`src/rtl/sync_ram_arbiter_if.sv`:
```
// Request/response and RAM-side bus of the two-requester synchronous RAM arbiter.
// slave = arbiter view, master = client/RAM environment view.
interface sync_ram_arbiter_if #(
    parameter int DATA_WIDTH = 8,
    parameter int ADDR_WIDTH = 4
);
    logic                  a_valid;
    logic                  a_we;
    logic [ADDR_WIDTH-1:0] a_addr;
    logic [DATA_WIDTH-1:0] a_wdata;
    logic                  a_ready;
    logic                  a_rvalid;
    logic [DATA_WIDTH-1:0] a_rdata;

    logic                  b_valid;
    logic                  b_we;
    logic [ADDR_WIDTH-1:0] b_addr;
    logic [DATA_WIDTH-1:0] b_wdata;
    logic                  b_ready;
    logic                  b_rvalid;
    logic [DATA_WIDTH-1:0] b_rdata;

    logic                  ram_we;
    logic                  ram_re;
    logic [ADDR_WIDTH-1:0] ram_addr;
    logic [DATA_WIDTH-1:0] ram_din;
    logic [DATA_WIDTH-1:0] ram_dout;

    modport slave (
        input  a_valid, a_we, a_addr, a_wdata,
        output a_ready, a_rvalid, a_rdata,
        input  b_valid, b_we, b_addr, b_wdata,
        output b_ready, b_rvalid, b_rdata,
        output ram_we, ram_re, ram_addr, ram_din,
        input  ram_dout
    );

    modport master (
        output a_valid, a_we, a_addr, a_wdata,
        input  a_ready, a_rvalid, a_rdata,
        output b_valid, b_we, b_addr, b_wdata,
        input  b_ready, b_rvalid, b_rdata,
        input  ram_we, ram_re, ram_addr, ram_din,
        output ram_dout
    );
endinterface

```
`src/rtl/sync_ram_arbiter.sv`:
```
// Round-robin arbiter sharing one synchronous single-port RAM between requesters A and B,
// with zero-fill after reset. Optional grant counters: define SYNC_RAM_ARB_STATS_EN.
module sync_ram_arbiter #(
    parameter int DATA_WIDTH = 8,
    parameter int ADDR_WIDTH = 4
) (
    input  logic                clk,
    input  logic                rst_n,
    sync_ram_arbiter_if.slave   bus,
    output logic                init_done
`ifdef SYNC_RAM_ARB_STATS_EN
    ,
    output logic [15:0]         a_grant_cnt,
    output logic [15:0]         b_grant_cnt
`endif
);

    typedef enum logic {INIT, RUN} state_t;

    localparam logic [ADDR_WIDTH-1:0] LAST_ADDR = '1;
    localparam logic [ADDR_WIDTH-1:0] ADDR_ONE  = {{(ADDR_WIDTH-1){1'b0}}, 1'b1};

    state_t                state, state_nxt;
    logic [ADDR_WIDTH-1:0] init_addr;
    logic                  rr_b;
    logic                  gnt_a, gnt_b;
    logic                  ram_we, ram_re;
    logic [ADDR_WIDTH-1:0] ram_addr, addr_hold;
    logic [DATA_WIDTH-1:0] ram_din, din_hold;
    logic                  pend_vld_p1, pend_id_p1;
    logic                  a_rvalid, b_rvalid;
    logic [DATA_WIDTH-1:0] a_rdata_hold, b_rdata_hold;

    always_ff @(posedge clk or negedge rst_n) begin
        if (!rst_n) state <= INIT;
        else        state <= state_nxt;
    end

    always_comb begin
        state_nxt = state;
        if (state == INIT && init_addr == LAST_ADDR) state_nxt = RUN;
    end

    // Arbitration and RAM drive; the RAM bus holds its last value on idle cycles.
    always_comb begin
        gnt_a    = 1'b0;
        gnt_b    = 1'b0;
        ram_we   = 1'b0;
        ram_re   = 1'b0;
        ram_addr = addr_hold;
        ram_din  = din_hold;
        if (state == INIT) begin
            ram_we   = 1'b1;
            ram_addr = init_addr;
            ram_din  = '0;
        end else begin
            gnt_a = bus.a_valid & (~bus.b_valid | ~rr_b);
            gnt_b = bus.b_valid & (~bus.a_valid |  rr_b);
            if (gnt_a) begin
                ram_we   = bus.a_we;
                ram_re   = ~bus.a_we;
                ram_addr = bus.a_addr;
                ram_din  = bus.a_wdata;
            end else if (gnt_b) begin
                ram_we   = bus.b_we;
                ram_re   = ~bus.b_we;
                ram_addr = bus.b_addr;
                ram_din  = bus.b_wdata;
            end
        end
    end

    always_ff @(posedge clk or negedge rst_n) begin
        if (!rst_n) begin
            init_addr   <= '0;
            rr_b        <= 1'b0;
            pend_vld_p1 <= 1'b0;
            pend_id_p1  <= 1'b0;
        end else begin
            if (state == INIT) init_addr <= init_addr + ADDR_ONE;
            if (gnt_a)      rr_b <= 1'b1;
            else if (gnt_b) rr_b <= 1'b0;
            pend_vld_p1 <= (gnt_a & ~bus.a_we) | (gnt_b & ~bus.b_we);
            pend_id_p1  <= gnt_b;
        end
    end

    always_ff @(posedge clk) begin
        addr_hold <= ram_addr;
        din_hold  <= ram_din;
    end

    // ---- stage p1: read return, routed by the pending requester id ----
    assign a_rvalid = pend_vld_p1 & ~pend_id_p1;
    assign b_rvalid = pend_vld_p1 &  pend_id_p1;

    always_ff @(posedge clk or negedge rst_n) begin
        if (!rst_n) begin
            a_rdata_hold <= '0;
            b_rdata_hold <= '0;
        end else begin
            if (a_rvalid) a_rdata_hold <= bus.ram_dout;
            if (b_rvalid) b_rdata_hold <= bus.ram_dout;
        end
    end

    assign bus.a_ready  = gnt_a;
    assign bus.b_ready  = gnt_b;
    assign bus.a_rvalid = a_rvalid;
    assign bus.b_rvalid = b_rvalid;
    assign bus.a_rdata  = a_rvalid ? bus.ram_dout : a_rdata_hold;
    assign bus.b_rdata  = b_rvalid ? bus.ram_dout : b_rdata_hold;
    assign bus.ram_we   = ram_we;
    assign bus.ram_re   = ram_re;
    assign bus.ram_addr = ram_addr;
    assign bus.ram_din  = ram_din;
    assign init_done    = (state == RUN);

`ifdef SYNC_RAM_ARB_STATS_EN
    function automatic logic [15:0] sat_inc16(input logic [15:0] v);
        return (v == 16'hFFFF) ? v : v + 16'd1;
    endfunction

    always_ff @(posedge clk or negedge rst_n) begin
        if (!rst_n) begin
            a_grant_cnt <= '0;
            b_grant_cnt <= '0;
        end else begin
            if (gnt_a) a_grant_cnt <= sat_inc16(a_grant_cnt);
            if (gnt_b) b_grant_cnt <= sat_inc16(b_grant_cnt);
        end
    end
`endif

endmodule

```
`src/flat_wrapper.sv`:
```
// flat-port wrapper written by rule: the top's interface ports become plain ports
module sync_ram_arbiter_flat 
#(
    parameter int DATA_WIDTH = 8,
    parameter int ADDR_WIDTH = 4
)
  (clk, rst_n, init_done, bus_a_valid, bus_a_we, bus_a_addr, bus_a_wdata, bus_a_ready, bus_a_rvalid, bus_a_rdata, bus_b_valid, bus_b_we, bus_b_addr, bus_b_wdata, bus_b_ready, bus_b_rvalid, bus_b_rdata, bus_ram_we, bus_ram_re, bus_ram_addr, bus_ram_din, bus_ram_dout);
  sync_ram_arbiter_if #(.DATA_WIDTH(DATA_WIDTH), .ADDR_WIDTH(ADDR_WIDTH)) bus_i ();
  input  logic clk;
  input  logic rst_n;
  output logic init_done;
  input wire logic [$bits(bus_i.a_valid)-1:0] bus_a_valid;
  input wire logic [$bits(bus_i.a_we)-1:0] bus_a_we;
  input wire logic [$bits(bus_i.a_addr)-1:0] bus_a_addr;
  input wire logic [$bits(bus_i.a_wdata)-1:0] bus_a_wdata;
  output wire logic [$bits(bus_i.a_ready)-1:0] bus_a_ready;
  output wire logic [$bits(bus_i.a_rvalid)-1:0] bus_a_rvalid;
  output wire logic [$bits(bus_i.a_rdata)-1:0] bus_a_rdata;
  input wire logic [$bits(bus_i.b_valid)-1:0] bus_b_valid;
  input wire logic [$bits(bus_i.b_we)-1:0] bus_b_we;
  input wire logic [$bits(bus_i.b_addr)-1:0] bus_b_addr;
  input wire logic [$bits(bus_i.b_wdata)-1:0] bus_b_wdata;
  output wire logic [$bits(bus_i.b_ready)-1:0] bus_b_ready;
  output wire logic [$bits(bus_i.b_rvalid)-1:0] bus_b_rvalid;
  output wire logic [$bits(bus_i.b_rdata)-1:0] bus_b_rdata;
  output wire logic [$bits(bus_i.ram_we)-1:0] bus_ram_we;
  output wire logic [$bits(bus_i.ram_re)-1:0] bus_ram_re;
  output wire logic [$bits(bus_i.ram_addr)-1:0] bus_ram_addr;
  output wire logic [$bits(bus_i.ram_din)-1:0] bus_ram_din;
  input wire logic [$bits(bus_i.ram_dout)-1:0] bus_ram_dout;
  assign bus_i.a_valid = bus_a_valid;
  assign bus_i.a_we = bus_a_we;
  assign bus_i.a_addr = bus_a_addr;
  assign bus_i.a_wdata = bus_a_wdata;
  assign bus_a_ready = bus_i.a_ready;
  assign bus_a_rvalid = bus_i.a_rvalid;
  assign bus_a_rdata = bus_i.a_rdata;
  assign bus_i.b_valid = bus_b_valid;
  assign bus_i.b_we = bus_b_we;
  assign bus_i.b_addr = bus_b_addr;
  assign bus_i.b_wdata = bus_b_wdata;
  assign bus_b_ready = bus_i.b_ready;
  assign bus_b_rvalid = bus_i.b_rvalid;
  assign bus_b_rdata = bus_i.b_rdata;
  assign bus_ram_we = bus_i.ram_we;
  assign bus_ram_re = bus_i.ram_re;
  assign bus_ram_addr = bus_i.ram_addr;
  assign bus_ram_din = bus_i.ram_din;
  assign bus_i.ram_dout = bus_ram_dout;
  sync_ram_arbiter #(.DATA_WIDTH(DATA_WIDTH), .ADDR_WIDTH(ADDR_WIDTH)) u_core (.clk(clk), .rst_n(rst_n), .bus(bus_i), .init_done(init_done));
endmodule
```
`config.mk`:
```
export PLATFORM = sky130hd
export DESIGN_NAME = sync_ram_arbiter_flat
export DESIGN_NICKNAME = d
export VERILOG_FILES = /design/src/rtl/sync_ram_arbiter_if.sv /design/src/rtl/sync_ram_arbiter.sv /design/src/flat_wrapper.sv
export SDC_FILE = /design/constraint.sdc
export NUM_CORES = 1
export LEC_CHECK = 0
export CORE_ASPECT_RATIO = 1.75
export CORE_MARGIN = 5
export CORE_UTILIZATION = 44
export CTS_CLUSTER_DIAMETER = 50
export DETAILED_ROUTE_END_ITERATION = 16
export PLACE_DENSITY_LB_ADDON = 0.1
export SKIP_CTS_REPAIR_TIMING = 1
export SYNTH_ARGS = -nofsm -noshare
export SYNTH_HDL_FRONTEND = slang
export SYNTH_SLANG_ARGS = --single-unit
```
`constraint.sdc`:
```
create_clock -name clk -period 2.43 [get_ports clk]
set_input_delay 0.243 -clock clk [delete_from_list [all_inputs] [get_ports clk]]
set_output_delay 0.243 -clock clk [all_outputs]
set_load 0.005 [all_outputs]
```
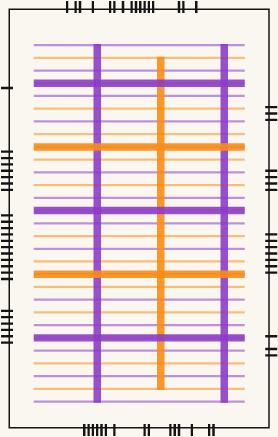
**Above:** supply network.
Pins as bars on the die edge.
legend:
  purple:
    net: VSS
  orange:
    net: VDD
met4 straps: 3
rows: 28
signal pins: 73

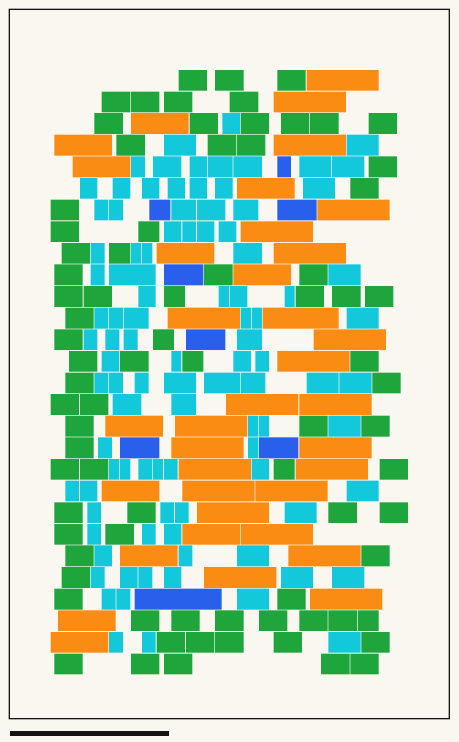
**Above:** placement by cell class.
Scale bar: 20 um.
legend:
  green:
    class: remaining buffers and delay cells
    cells: 79
    share_of_their_area: 32%
  cyan:
    class: remaining logic cells
    cells: 97
    share_of_their_area: 28%
  orange:
    class: registers
    cells: 36
    share_of_their_area: 35%
  blue:
    class: clock drivers and dummy loads
    cells: 8
    share_of_their_area: 4.6%

==> results.yml <==
# synthesis and place-and-route metrics
global_routing:
  grt_pass1_vias: 1532
  use_met3_pct: 5.676
  track_usage_pct: 18.41
timing:
  slew_headroom_pct: 73.66
  setup_viol: 0
  fin_crit_sh_pct: 94.28
  min_period_ns: 2.291
  fin_hold_ws_ns: 0.3104
synthesis:
  ff_type: "dfrtp_1"
  ys_top_cells_by_area: "dfrtp_1 (38%), dfxtp_1 (15%), mux2_2 (13%)"
  ys_types: 28
  most_common_cell: "dfrtp_1"
  async_reset_ff_share_pct: 66.67
  simple_gate_share_pct: 10.10
  top_logic_kind: "multiplexers"
  synthCells: 143
  synth-edff-count: 0
  syn_area_sq_mm: 0.001573
  yosysCellCount: 143
cts:
  clkTransAtPathRegs_ns: 0.07
  htree_levels: 2
  cts_buffer_depth: 2
  cts_tree: "built"
  clk_latency_ns: 0.28
finish:
  nClkBuffers: 5
  drive_gt1_share_pct: 16.82
  final_core_util_pct: 71.68
  regArea_sq_um: 842.1
  syn_to_final_growth_pct: 56.48
  clock_area_share_pct: 4.525
  seq_share_pct: 34.21
  n_sequential_cell: 36
routing:
  wire_per_inst_um: 15.68
  wl_met3_um: 328
  wl_met1_um: 1381
  routed_wl_um: 4156
placement:
  dp.cells: 257
  post-place-ws_ns: 0.1430
  io_buffers: 72
  gp_congestion: 0.7732
floorplanning:
  taps: 45
  std_cell_rows: 28
min_path:
  hold_path.class: "in -> async"
setup_path:
  reg2reg_slack_ns: 1.18
  reg2regPathDepth: 3
  slowest_delay_ns: 0.58
power:
  intPower_mw: 1.351
  combPwrFrac_pct: 29.9
  pg_seq_uw: 735
status:
  status: "completed"
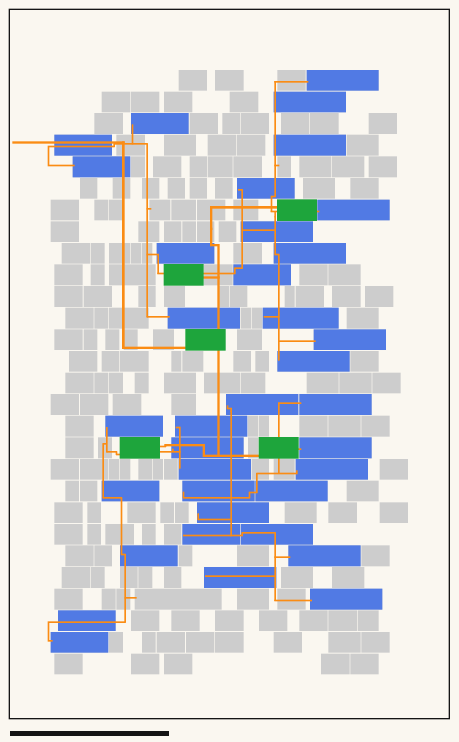
**Above:** routed clock nets over the placement.
Scale bar: 20 um.
legend:
  blue:
    item: flip-flops
    count: 36
  green:
    item: clock-net drivers
    count: 5
  orange:
    item: clock wires
    length: 393 um
routed clock nets: 6

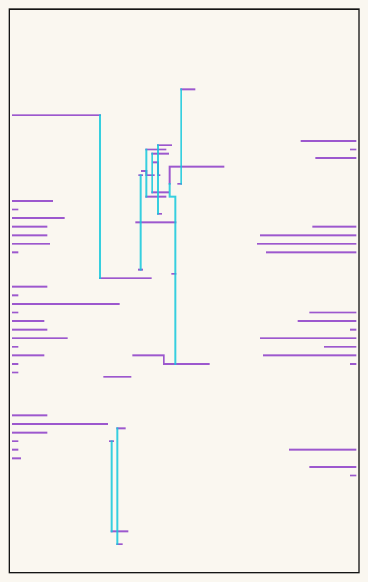
**Above:** signal wires by layer.
Only two layers are drawn.
legend:
  cyan:
    layer: M4
    wire_length: 142 um
  purple:
    layer: M3
    wire_length: 329 um

No activity file was given, so power comes from the tool's default toggle rates.
